Run 1, sequential cells grouped by signal name:
Scale: 2 px per um.
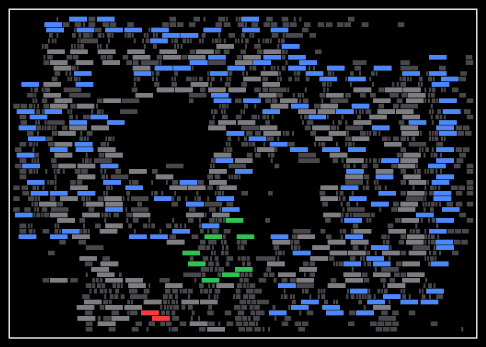
Run 1, metal layers overlaid:
Scale: 1.5 px per um. Two of the layers only.
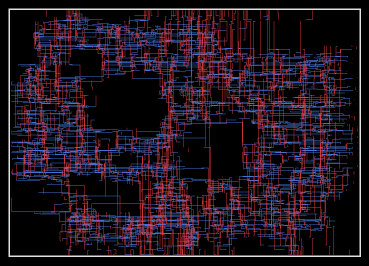
Run 1, cell outlines without signal wires:
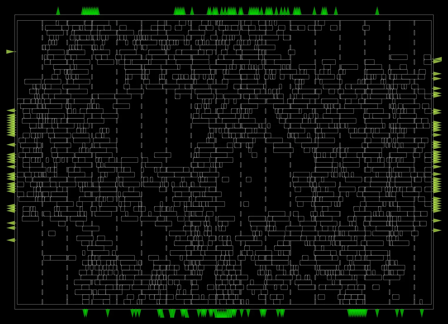
<file path="config.mk">
export PLATFORM = sky130hd
export DESIGN_NAME = grid_row_loader_flat
export DESIGN_NICKNAME = d
export VERILOG_FILES = /design/src/rtl/grid_row_loader_pkg.sv /design/src/rtl/grid_row_loader_if.sv /design/src/rtl/grid_row_loader.sv /design/src/flat_wrapper.sv
export SDC_FILE = /design/constraint.sdc
export NUM_CORES = 1
export LEC_CHECK = 0
export CAP_MARGIN = 0
export CORE_ASPECT_RATIO = 0.7
export CORE_UTILIZATION = 35
export DETAILED_ROUTE_END_ITERATION = 10
export PLACE_DENSITY = 0.6
export SLEW_MARGIN = 20
export SYNTH_ARGS = -nofsm -noshare
export SYNTH_HDL_FRONTEND = slang
export SYNTH_SLANG_ARGS = --single-unit
</file>
<file path="constraint.sdc">
create_clock -name clk -period 17.7 [get_ports clk]
set_input_delay 5.31 -clock clk [delete_from_list [all_inputs] [get_ports clk]]
set_output_delay 5.31 -clock clk [all_outputs]
set_load 0.02 [all_outputs]
</file>
<file path="src/rtl/grid_row_loader_pkg.sv">
// Shared definitions for the grid row loader.
// Contents: default grid geometry, the ASCII codes the parser recognises,
// the load FSM state encoding and the error code encoding that the loader
// reports on err_code.
package grid_row_loader_pkg;

    localparam int GRID_WIDTH  = 140;
    localparam int GRID_HEIGHT = 140;

    localparam logic [7:0] CHAR_AT  = 8'h40;  // '@' -> cell bit 1
    localparam logic [7:0] CHAR_DOT = 8'h2E;  // '.' -> cell bit 0
    localparam logic [7:0] CHAR_LF  = 8'h0A;  // row terminator
    localparam logic [7:0] CHAR_CR  = 8'h0D;  // tolerated, ignored

    typedef enum logic [1:0] {
        ST_IDLE,
        ST_LOAD,
        ST_DONE,
        ST_ERROR
    } load_state_e;

    typedef enum logic [1:0] {
        ERR_NONE      = 2'd0,
        ERR_BAD_CHAR  = 2'd1,
        ERR_BAD_LEN   = 2'd2,
        ERR_EARLY_END = 2'd3
    } err_code_e;

endpackage

</file>
<file path="src/rtl/grid_row_loader_if.sv">
// Byte stream into the grid row loader.
// Signals: s_valid (byte valid), s_ready (byte taken when s_valid & s_ready),
//          s_data (ASCII byte), s_last (final byte of the file, qualified by
//          the handshake).
// Modports: master = stream source, slave = loader.
interface grid_row_loader_if;
    logic       s_valid;
    logic       s_ready;
    logic [7:0] s_data;
    logic       s_last;

    modport master (output s_valid, output s_data, output s_last, input  s_ready);
    modport slave  (input  s_valid, input  s_data, input  s_last, output s_ready);
endinterface

</file>
<file path="src/rtl/grid_row_loader.sv">
// Writer side of the grid bank. Parses an ASCII puzzle stream ('@' = 1,
// '.' = 0, '\n' ends a row, '\r' ignored, blank lines ignored) and writes one
// packed WIDTH-bit row per line into the bank. First character of a line
// lands in bit WIDTH-1.
//
// Ports:
//   clk, rst      clock, asynchronous active-high reset
//   start         begin a load (honoured in IDLE, DONE, ERROR)
//   s_if          byte stream slave (s_valid/s_ready/s_data/s_last)
//   wr_en         one-cycle bank write strobe
//   wr_addr       row index of the write
//   wr_data       packed row of the write
//   busy          high while loading
//   done, error   completion / fault status levels
//   err_code      0 none, 1 bad char, 2 bad row length, 3 early end
//   cell_count    number of '@' written
//
// Build option: define GRID_LOADER_POPCOUNT_EN to accumulate cell_count from
// each committed row; without it cell_count is constant zero.
module grid_row_loader
    import grid_row_loader_pkg::*;
#(
    parameter  int WIDTH  = GRID_WIDTH,
    parameter  int HEIGHT = GRID_HEIGHT,
    localparam int AW     = $clog2(HEIGHT),
    localparam int CW     = $clog2(WIDTH + 1)
) (
    input  logic               clk,
    input  logic               rst,
    input  logic               start,
    grid_row_loader_if.slave   s_if,
    output logic               wr_en,
    output logic [AW-1:0]      wr_addr,
    output logic [WIDTH-1:0]   wr_data,
    output logic               busy,
    output logic               done,
    output logic               error,
    output err_code_e          err_code,
    output logic [14:0]        cell_count
);

    load_state_e        state;
    logic               s_ready_q;
    logic               fin;        // last row committed, write in flight
    logic [CW-1:0]      col;
    logic [AW-1:0]      row;
    logic [WIDTH-1:0]   shreg;

    logic               hs;
    logic               is_data;
    logic               cell_bit;
    logic               col_full;
    logic               last_row;
    logic               do_shift;
    logic               do_commit;
    err_code_e          byte_err;
    logic [WIDTH-1:0]   row_bits;
    logic               start_load;
    logic               commit_fire;

    assign s_if.s_ready = s_ready_q;
    assign hs           = s_ready_q & s_if.s_valid;
    assign start_load   = start & (state != ST_LOAD);
    assign commit_fire  = hs & do_commit;

    // Classify the byte on the bus. Evaluated every cycle; only acted on when
    // the handshake fires.
    always_comb begin
        is_data   = (s_if.s_data == CHAR_AT) || (s_if.s_data == CHAR_DOT);
        cell_bit  = (s_if.s_data == CHAR_AT);
        col_full  = (col == CW'(WIDTH));
        last_row  = (row == AW'(HEIGHT - 1));
        do_shift  = 1'b0;
        do_commit = 1'b0;
        byte_err  = ERR_NONE;

        if (is_data) begin
            if (col_full) begin
                byte_err = ERR_BAD_LEN;
            end else begin
                do_shift = 1'b1;
                // A file may end right after the last cell with no newline.
                do_commit = s_if.s_last && last_row && (col == CW'(WIDTH - 1));
            end
        end else if (s_if.s_data == CHAR_LF) begin
            if (col_full)
                do_commit = 1'b1;
            else if (col != '0)
                byte_err = ERR_BAD_LEN;
        end else if (s_if.s_data != CHAR_CR) begin
            byte_err = ERR_BAD_CHAR;
        end

        // Early end has the lowest priority; a commit on this same byte still
        // happens, it just does not complete the grid.
        if (byte_err == ERR_NONE && s_if.s_last && !(do_commit && last_row))
            byte_err = ERR_EARLY_END;

        row_bits = do_shift ? {shreg[WIDTH-2:0], cell_bit} : shreg;
    end

    always_ff @(posedge clk or posedge rst) begin
        if (rst) begin
            state     <= ST_IDLE;
            s_ready_q <= 1'b0;
            fin       <= 1'b0;
            wr_en     <= 1'b0;
            wr_addr   <= '0;
            wr_data   <= '0;
            busy      <= 1'b0;
            done      <= 1'b0;
            error     <= 1'b0;
            err_code  <= ERR_NONE;
            col       <= '0;
            row       <= '0;
            shreg     <= '0;
        end else begin
            wr_en <= 1'b0;
            case (state)
                ST_IDLE, ST_DONE, ST_ERROR: begin
                    if (start) begin
                        state     <= ST_LOAD;
                        s_ready_q <= 1'b1;
                        busy      <= 1'b1;
                        done      <= 1'b0;
                        error     <= 1'b0;
                        err_code  <= ERR_NONE;
                        fin       <= 1'b0;
                        col       <= '0;
                        row       <= '0;
                        shreg     <= '0;
                    end
                end
                ST_LOAD: begin
                    if (fin) begin
                        // Final write strobe is on the bank this cycle.
                        state <= ST_DONE;
                        busy  <= 1'b0;
                        done  <= 1'b1;
                        fin   <= 1'b0;
                    end else if (hs) begin
                        if (do_commit) begin
                            wr_en   <= 1'b1;
                            wr_addr <= row;
                            wr_data <= row_bits;
                            col     <= '0;
                            row     <= row + 1'b1;
                        end else if (do_shift) begin
                            shreg <= row_bits;
                            col   <= col + 1'b1;
                        end

                        if (byte_err != ERR_NONE) begin
                            state     <= ST_ERROR;
                            s_ready_q <= 1'b0;
                            busy      <= 1'b0;
                            error     <= 1'b1;
                            err_code  <= byte_err;
                        end else if (do_commit && last_row) begin
                            // Stop consuming; trailing bytes stay on the bus.
                            s_ready_q <= 1'b0;
                            fin       <= 1'b1;
                        end
                    end
                end
                default: state <= ST_IDLE;
            endcase
        end
    end

`ifdef GRID_LOADER_POPCOUNT_EN
    logic [14:0] row_pop;

    always_comb begin
        row_pop = '0;
        for (int i = 0; i < WIDTH; i++)
            row_pop = row_pop + 15'(row_bits[i]);
    end

    // Updated on the same edge that raises wr_en, so the total is final by
    // the time done rises.
    always_ff @(posedge clk or posedge rst) begin
        if (rst)
            cell_count <= '0;
        else if (start_load)
            cell_count <= '0;
        else if (commit_fire)
            cell_count <= cell_count + row_pop;
    end
`else
    assign cell_count = '0;
`endif

endmodule

</file>
<file path="src/flat_wrapper.sv">
// flat-port wrapper written by rule: the top's interface ports become plain ports
module grid_row_loader_flat import grid_row_loader_pkg::*;
#(
    parameter  int WIDTH  = GRID_WIDTH,
    parameter  int HEIGHT = GRID_HEIGHT,
    localparam int AW     = $clog2(HEIGHT),
    localparam int CW     = $clog2(WIDTH + 1)
)
  (clk, rst, start, wr_en, wr_addr, wr_data, busy, done, error, err_code, cell_count, s_if_s_valid, s_if_s_data, s_if_s_last, s_if_s_ready);
  grid_row_loader_if s_if_i ();
  input  logic clk;
  input  logic rst;
  input  logic start;
  output logic wr_en;
  output logic [AW-1:0] wr_addr;
  output logic [WIDTH-1:0] wr_data;
  output logic busy;
  output logic done;
  output logic error;
  output err_code_e err_code;
  output logic [14:0] cell_count;
  input wire logic [$bits(s_if_i.s_valid)-1:0] s_if_s_valid;
  input wire logic [$bits(s_if_i.s_data)-1:0] s_if_s_data;
  input wire logic [$bits(s_if_i.s_last)-1:0] s_if_s_last;
  output wire logic [$bits(s_if_i.s_ready)-1:0] s_if_s_ready;
  assign s_if_i.s_valid = s_if_s_valid;
  assign s_if_i.s_data = s_if_s_data;
  assign s_if_i.s_last = s_if_s_last;
  assign s_if_s_ready = s_if_i.s_ready;
  grid_row_loader #(.WIDTH(WIDTH), .HEIGHT(HEIGHT)) u_core (.clk(clk), .rst(rst), .start(start), .s_if(s_if_i), .wr_en(wr_en), .wr_addr(wr_addr), .wr_data(wr_data), .busy(busy), .done(done), .error(error), .err_code(err_code), .cell_count(cell_count));
endmodule
</file>
==> metrics.csv, run 1 <==
metric,value,unit
status,completed,
"top cells by area, synth","dfrtp_1 (60%), a22o_1 (9.4%), nand2_1 (8.5%)",
comb pwr,109,uW
Slew @ Worst Pin,1.051,ns
Clk power,701,uW
ao+oa area frac,18.34,%
Fin Clk Skew,0.01590,ns
yosys adder share,0.2872,%
Max-slew headroom,29.91,%
Lkg Pwr,6.860,nW
Int Pwr,1.172,mW
most frequent logic cell in the layout,dfrtp_1,
Basic Gates by Area,15.76,%
drc violations,0,
die y size,163.7,um
power share of the clock group,45.5,%
ant diodes,0,
antenna-violating nets left,0,
share of layout cells above drive strength 1,5.666,%
IO buf count,167,
Hold Path Origin,u_core.done,
syn_area_per_cell,10.24,um^2
Rows,58,
Pre-Place Util,35.95,%
clk slew on worst S/H paths,0.06,ns
YS chip area,0.01307,mm^2
Highest Clock Rate,0.1061,GHz
Yosys top cell by area,dfrtp_1,
DR iter-0 viols,764,
post-route minimum period,9.427,ns
Post-synth EDFFs,0,
"Async S/R FF share, synth",100.0,%
Area Overhead vs Synth,22.98,%
Placer Congestion,0.7993,
TritonCTS Sinks,314,
commonest cells in the netlist,"dfrtp_1 (314), nand2_1 (295), nor2_1 (148)",
GR Util met3,3.334,%
Nets,1406,
"Hold Vio Cnt, Final",0,
Ys Warns,0,
Tightest Hold Check Type,register to register,
final setup fails,0,
Sw Ratio,23.90,%
RSZ-0062 raised after global routing,false,
reg2reg setup slack,13.31,ns
Top Layout Cells,"dfrtp_1 (314), nand2_1 (295), clkdlybuf4s50_1 (167)",
detailed placer's ending HPWL,17970,um
Synth logic family,AND-OR/OR-AND gates,
initial antenna violation count,0,
reg2reg start,u_core.col[0],
Psw,367.9,uW
top-area cell type share of the netlist area,60.12,%
Distinct lib cells used,50,
Synth Register Bits,314,
clock latency at the later pin of the worst-skew pair,0.52,ns
post-CTS resize count,0,
most common cell in the netlist,dfrtp_1,
mapped cell area,0.01307,mm^2
Worst Reg2Reg Path Length in Cells,11,
worst-path fanout max,80,
CTS Buffer Depth,3,
Main power group,sequential cells,
tool warnings,31,
"Arr. time, crit path",9.87,ns
cell area power density,95.78,mW/mm^2
Back to the opening pictures, 'sequential cells grouped by signal name':
Key: `u_core.col` = green [placed flops 8, where south]; `u_core.wr_data` = blue [placed flops 140, where spread over the die]; `u_core.state` = red [placed flops 2]
seq pwr: 730 uW
Seq/total area: 48.89%
Seq. cell area: 0.007858 mm^2

Back to the opening pictures, 'metal layers overlaid':
Key: met2 = red [wire length 13300 um]; met1 = blue [wire length 15000 um]

Back to the opening pictures, 'cell outlines without signal wires':
Final Util: 44.21%
fillers: 3427
Layout Cells excl Fill: 1892
Core Box Area: 0.03636 mm^2
sequential cells: 314

-- run 1: sequential cells by signal (all words and copies together) (netlist names) --
register / flops
u_core.busy: 1
u_core.col: 8
u_core.done: 1
u_core.err_code: 2
u_core.error: 1
u_core.fin: 1
u_core.row: 8
u_core.s_if.s_ready: 1
u_core.shreg: 140
u_core.state: 2
u_core.wr_addr: 8
u_core.wr_data: 140
u_core.wr_en: 1
-- run 1: final cells by class --
class | count | area (um^2)
fill | 3427 | 20280
sequential | 314 | 7858
multi-input combinational | 856 | 4726
timing repair buffer | 178 | 1767
clock buffer | 48 | 987.2
tap | 480 | 600.6
clock inverter | 10 | 105.1
inverter | 6 | 30.03
-- run 1: through the flow --
step | setup WS (ns) | hold slack, ns | instance area [um^2] | power [mW] | instances
after floorplan | 3.704 | 0.4657 | 13120 | 0.8190 | 1290
final | 8.273 | 0.4732 | 16070 | 1.539 | 1892
after global routing | 7.933 | 0.5283 | 16070 | 1.603 | 1892
after detailed placement | 7.767 | 0.4651 | 14980 | 0.8528 | 1834
after CTS | 8.310 | 0.4793 | 16070 | 1.563 | 1892
after global placement | 7.851 | 0.4622 | 14980 | 0.8512 | 1834
-- run 1: metal layers --
layer | vias to the layer above | wire [um] | part of all wire, %
li1 | 4701 | - | -
met1 | 4876 | 15000 | 49
met2 | 219 | 13320 | 44
met3 | 44 | 1529 | 5.0
met4 | 0 | 599 | 2.0
met5 | - | 0 | 0
-- run 1: critical path: stages --
cell	delay [ns]
clkdlybuf4s50_1	0.48
or4b_1	0.58
o22ai_2	0.32
nand3_4	0.69
a2111oi_4	0.55
buf_4	0.64
buf_4	0.78
and3_1	0.27
a211o_1	0.09
Run 1, M3 wires:
Scale: 1.5 px per um.
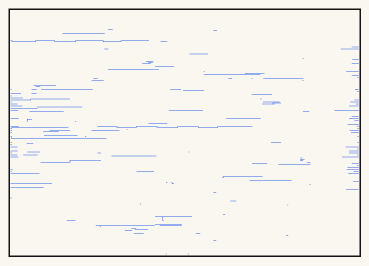

## Run 2: what changed since run 1
PLACE_DENSITY = 0.62   (was 0.6)
clock period = 8.4 ns   (was 17.7 ns; I/O delays follow)
Run 2, M3 wires:
Scale: 1.5 px per um.
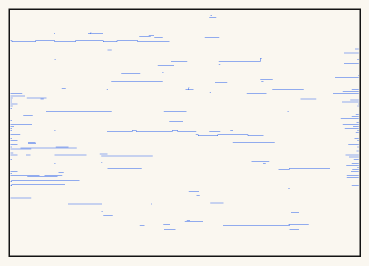
The layer carries 1330 um of wire. 104 nets have wire on it. The wires run mostly horizontal.

==> run 2 against run 1 <==
Effect of this change:
- global-route usage rose by 0.38 points
- register-to-register slack got worse by 9.0 ns
- sequential power rose by 110%
- utilization rose by 0.71 points
- critical path depth did not move
- critical endpoint unchanged
- largest cell class unchanged
==> metrics.csv, run 2 <==
metric,value,unit
Top Layout Cells,"dfrtp_1 (314), nand2_1 (295), clkdlybuf4s50_1 (167)",
Num CTS Buffers,35,
Nets,1409,
biggest regs,"u_core.shreg x140, u_core.wr_data x140",
Ys Warns,0,
Layout Cells excl Fill,1896,
"top cells by area, synth","dfrtp_1 (60%), a22o_1 (9.4%), nand2_1 (8.5%)",
CP peak stage delay,0.80,ns
commonest cells in the netlist,"dfrtp_1 (314), nand2_1 (295), nor2_1 (148)",
status,completed,
mapped cell area,0.01307,mm^2
Worst Setup SP,s_if_s_data[5],
RSZ-0062 raised after global routing,false,
Area Overhead vs Synth,24.96,%
post-CTS resize count,0,
met3 routed WL,1325,um
die y size,163.7,um
ao+oa area frac,18.34,%
Lkg Pwr,6.979,nW
clk slew on worst S/H paths,0.06,ns
ant diodes,0,
"Arr. time, crit path",6.73,ns
Slew @ Worst Pin,0.9426,ns
TritonCTS Sinks,314,
cell area power density,212.4,mW/mm^2
ordered cell list for the critical path,clkdlybuf4s50_1 -> or4b_1 -> o22ai_2 -> nand3_4 -> a2111oi_4 -> buf_4 -> buf_4 -> and3_1 -> a211o_1,
placed insts,1835,
Basic Gates by Area,15.76,%
antenna-violating nets left,0,
final setup fails,0,
Final Util,44.92,%
tool warnings,33,
Top Metal Used,met4,
hold slack,0.4875,ns
Max-slew headroom,37.16,%
syn_area_per_cell,10.24,um^2
"Hold Vio Cnt, Final",0,
yosys adder share,0.2872,%
Post-synth EDFFs,0,
detailed placer's ending HPWL,18280,um
most frequent logic cell in the layout,dfrtp_1,
DR iter-0 viols,921,
Synth Register Bits,314,
Yosys top cell by area,dfrtp_1,
"Async S/R FF share, synth",100.0,%
Critical Path Sink Type,register,
die x size,233.0,um
Crit-path slowest cell,buf_4,
WL met1,15450,um
share of layout cells above drive strength 1,6.356,%
Crit path max-delay family,buffers and inverters,
Buf/Inv on CP,3,
CP dominant cell by count,buf_4,
clock latency at the later pin of the worst-skew pair,0.52,ns
CTS Buffer Depth,3,
Routed WL,31100,um
Distinct lib cells used,50,
IO buf count,167,
gr usage total,16.71,%
Hold Path Origin,u_core.done,
top-area cell type share of the netlist area,60.12,%
Core Box Area,0.03636,mm^2
Synth logic family,AND-OR/OR-AND gates,
Pre-Place Util,35.95,%
YS chip area,0.01307,mm^2
worst-path fanout max,80,
Tightest Hold Check Type,register to register,
Finished Cell Area,0.01633,mm^2
Highest Clock Rate,0.1592,GHz
Fin Clk Skew,0.02058,ns
reg2reg start,u_core.col[1],
Post-DP Area,0.01501,mm^2
largest net degree at the start of global routing,192,
Rows,58,
post-route minimum period,6.279,ns
drc violations,0,
Placer Congestion,0.8330,
initial antenna violation count,0,
met2 WL,13750,um
router iterations before antenna repair,5,
most common cell in the netlist,dfrtp_1,
## run 2: cell counts after synthesis
No cell type changed its count.
## run 2: final timing paths
path	end	slack, ns	cells after the start
setup / recovery	u_core.col[7]	2.12	9
hold / removal	u_core.done	0.49	2
setup reg to reg	u_core.shreg[31]	4.29	10
hold reg to reg	u_core.done	0.49	2
max in group asynchronous	u_core.wr_addr[2]	4.60	4
min in group asynchronous	u_core.wr_data[64]	2.43	2
## run 2: power breakdown
part	internal (mW)	switching [mW]
registers	1.53	0.0107
logic	0.0627	0.170
clock network	1.09	0.612
## run 2: layout make-up
type	instances	area, um^2
multi-input combinational	856	4726
fill	3373	20030
tap	480	600.6
clock buffer	48	1047
timing repair buffer	180	1831
clock inverter	12	244.0
sequential	314	7858
inverter	6	26.28
## run 2: layer usage
| metal | global-route usage (%) | vias up |
|---|---|---|
| li1 | - | 4710 |
| met1 | 24.81 | 4785 |
| met2 | 24.85 | 186 |
| met3 | 3.195 | 43 |
| met4 | 4.308 | 0 |
| met5 | 0 | - |
## run 2: metrics by stage
| stage | total power [mW] | worst slack (ns) |
|---|---|---|
| after floorplan | 1.726 | 1.697 |
| after global placement | 1.795 | 1.686 |
| after detailed placement | 1.799 | 1.629 |
| after CTS | 3.520 | 2.156 |
| after global routing | 3.610 | 1.829 |
| final | 3.469 | 2.121 |
## run 2: cells by family (layout without fill, tap and decap cells)
| kind of cell | count (synthesis) | in the layout |
|---|---|---|
| other cells | 1 | 15 |
| fa+ha+maj | 3 | 3 |
| buf+inv | 120 | 246 |
| xor+xnor | 4 | 4 |
| mux | 10 | 10 |
| compound gates | 322 | 322 |
| flops | 314 | 314 |
| simple gates | 502 | 502 |
Run 2, cell outlines without signal wires:
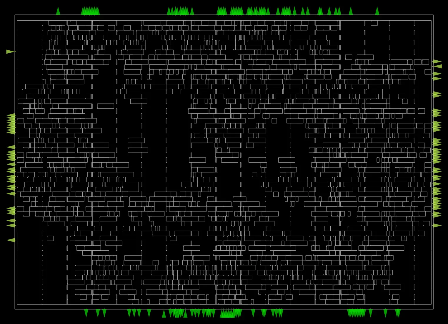

## Run 3: what changed since run 2
clock period = 5.1 ns   (was 8.4 ns; I/O delays follow)
Run 3, cell outlines without signal wires:
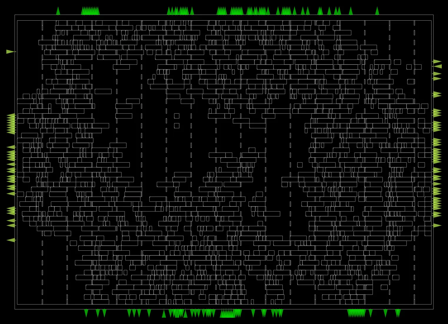
Layout Cells excl Fill: 1916
Seq/total area: 47.82%
fillers: 3376
Tapcells: 480

==> run 3 against run 2 <==
Effect of this change:
- routed wire length is 0.41% lower
- combinational power increased by about 70%
- hold slack worse by 0.0026 ns
- worst setup slack got worse by 0.99 ns
- sequential power up 64%
==> metrics.csv, run 3 <==
metric,value,unit
status,completed,
"Arr. time, crit path",4.42,ns
Post-synth EDFFs,0,
clk slew on worst S/H paths,0.06,ns
Highest Clock Rate,0.2518,GHz
Comb pwr share,7.3,%
post-CTS resize count,0,
syn_area_per_cell,10.24,um^2
most frequent logic cell in the layout,dfrtp_1,
Area Overhead vs Synth,25.72,%
"Hold Vio Cnt, Final",0,
CTS Buffer Depth,3,
reg2reg start,u_core.col[1],
Pre-Place Util,35.95,%
most common cell in the netlist,dfrtp_1,
Final WS setup,1.129,ns
Yosys top cell by area,dfrtp_1,
Main power group,sequential cells,
power share of the clock group,45.9,%
Int Pwr,4.092,mW
seq pwr,2.53,mW
YS chip area,0.01307,mm^2
hold slack,0.4849,ns
Finished Cell Area,0.01643,mm^2
antenna-violating nets left,0,
Hold EP,u_core.done,
Clk power,2.49,mW
Top Layout Cells,"dfrtp_1 (314), nand2_1 (295), clkdlybuf4s50_1 (167)",
commonest cells in the netlist,"dfrtp_1 (314), nand2_1 (295), nor2_1 (148)",
Placer Congestion,0.7922,
ant diodes,0,
detailed placer's ending HPWL,19370,um
Lkg Pwr,7.027,nW
placed insts,1854,
Psw,1.323,mW
RSZ-0062 raised after global routing,false,
Distinct lib cells used,50,
Tightest Hold Check Type,register to register,
worst-path fanout max,29,
Slew @ Worst Pin,0.8023,ns
Max-slew headroom,46.51,%
[run 3: netlist changes by cell type in the layout (fill, tap and decap cells not counted), sizes merged]
cell,previous run,this run
buf,13,31
bufinv,7,1
clkinv,3,8
inv,6,9
[run 3: final cells by class]
cell class	count	area [um^2]
fill	3376	19930
sequential	314	7858
multi-input combinational	856	4731
timing repair buffer	198	2079
clock buffer	48	1017
tap	480	600.6
clock inverter	14	120.1
inverter	6	26.28
[run 3: how the worst max path moves through the flow]
stage,startpoint,end,slack (ns),cells past startpoint
floorplan,rst,u_core.busy,-0.61,1
global placement,s_if_s_data[5],u_core.shreg[62],0.68,8
global route,s_if_s_data[5],u_core.shreg[100],1.01,8
finish,s_if_s_data[5],u_core.shreg[100],1.13,8
detailed placement,s_if_s_data[5],u_core.shreg[66],0.62,8
CTS,s_if_s_data[5],u_core.shreg[122],1.17,8
[run 3: layer usage]
metal  wire length (um)  global-route usage, %
met5                  0                      0
met1              15430                  24.60
met4                546                  4.427
met2              13500                  24.84
met3               1508                  3.369
[run 3: cell families (layout without fill, tap and decap cells)]
logic type | count (synthesis) | in the layout | synth area share (%)
DFF | 314 | 314 | 60.12
and+or+nand+nor | 502 | 502 | 15.76
AOI/OAI and AO/OA | 322 | 322 | 18.34
xor gates and xnor gates | 4 | 4 | 0.2681
adders and majority gates | 3 | 3 | 0.2872
other | 1 | 15 | 0.02869
buffers and inverters | 120 | 266 | 4.337
muxes | 10 | 10 | 0.8616
[run 3: worst max-delay path, cell delays in order]
cell and delay [ns]:
clkdlybuf4s50_1 0.47, or4b_1 0.58, o22ai_2 0.32, nand3_4 0.12, a2111oi_4 0.42, buf_4 0.35, buf_4 0.38, a22o_1 0.21
Power is estimated from default activity; no workload was simulated.
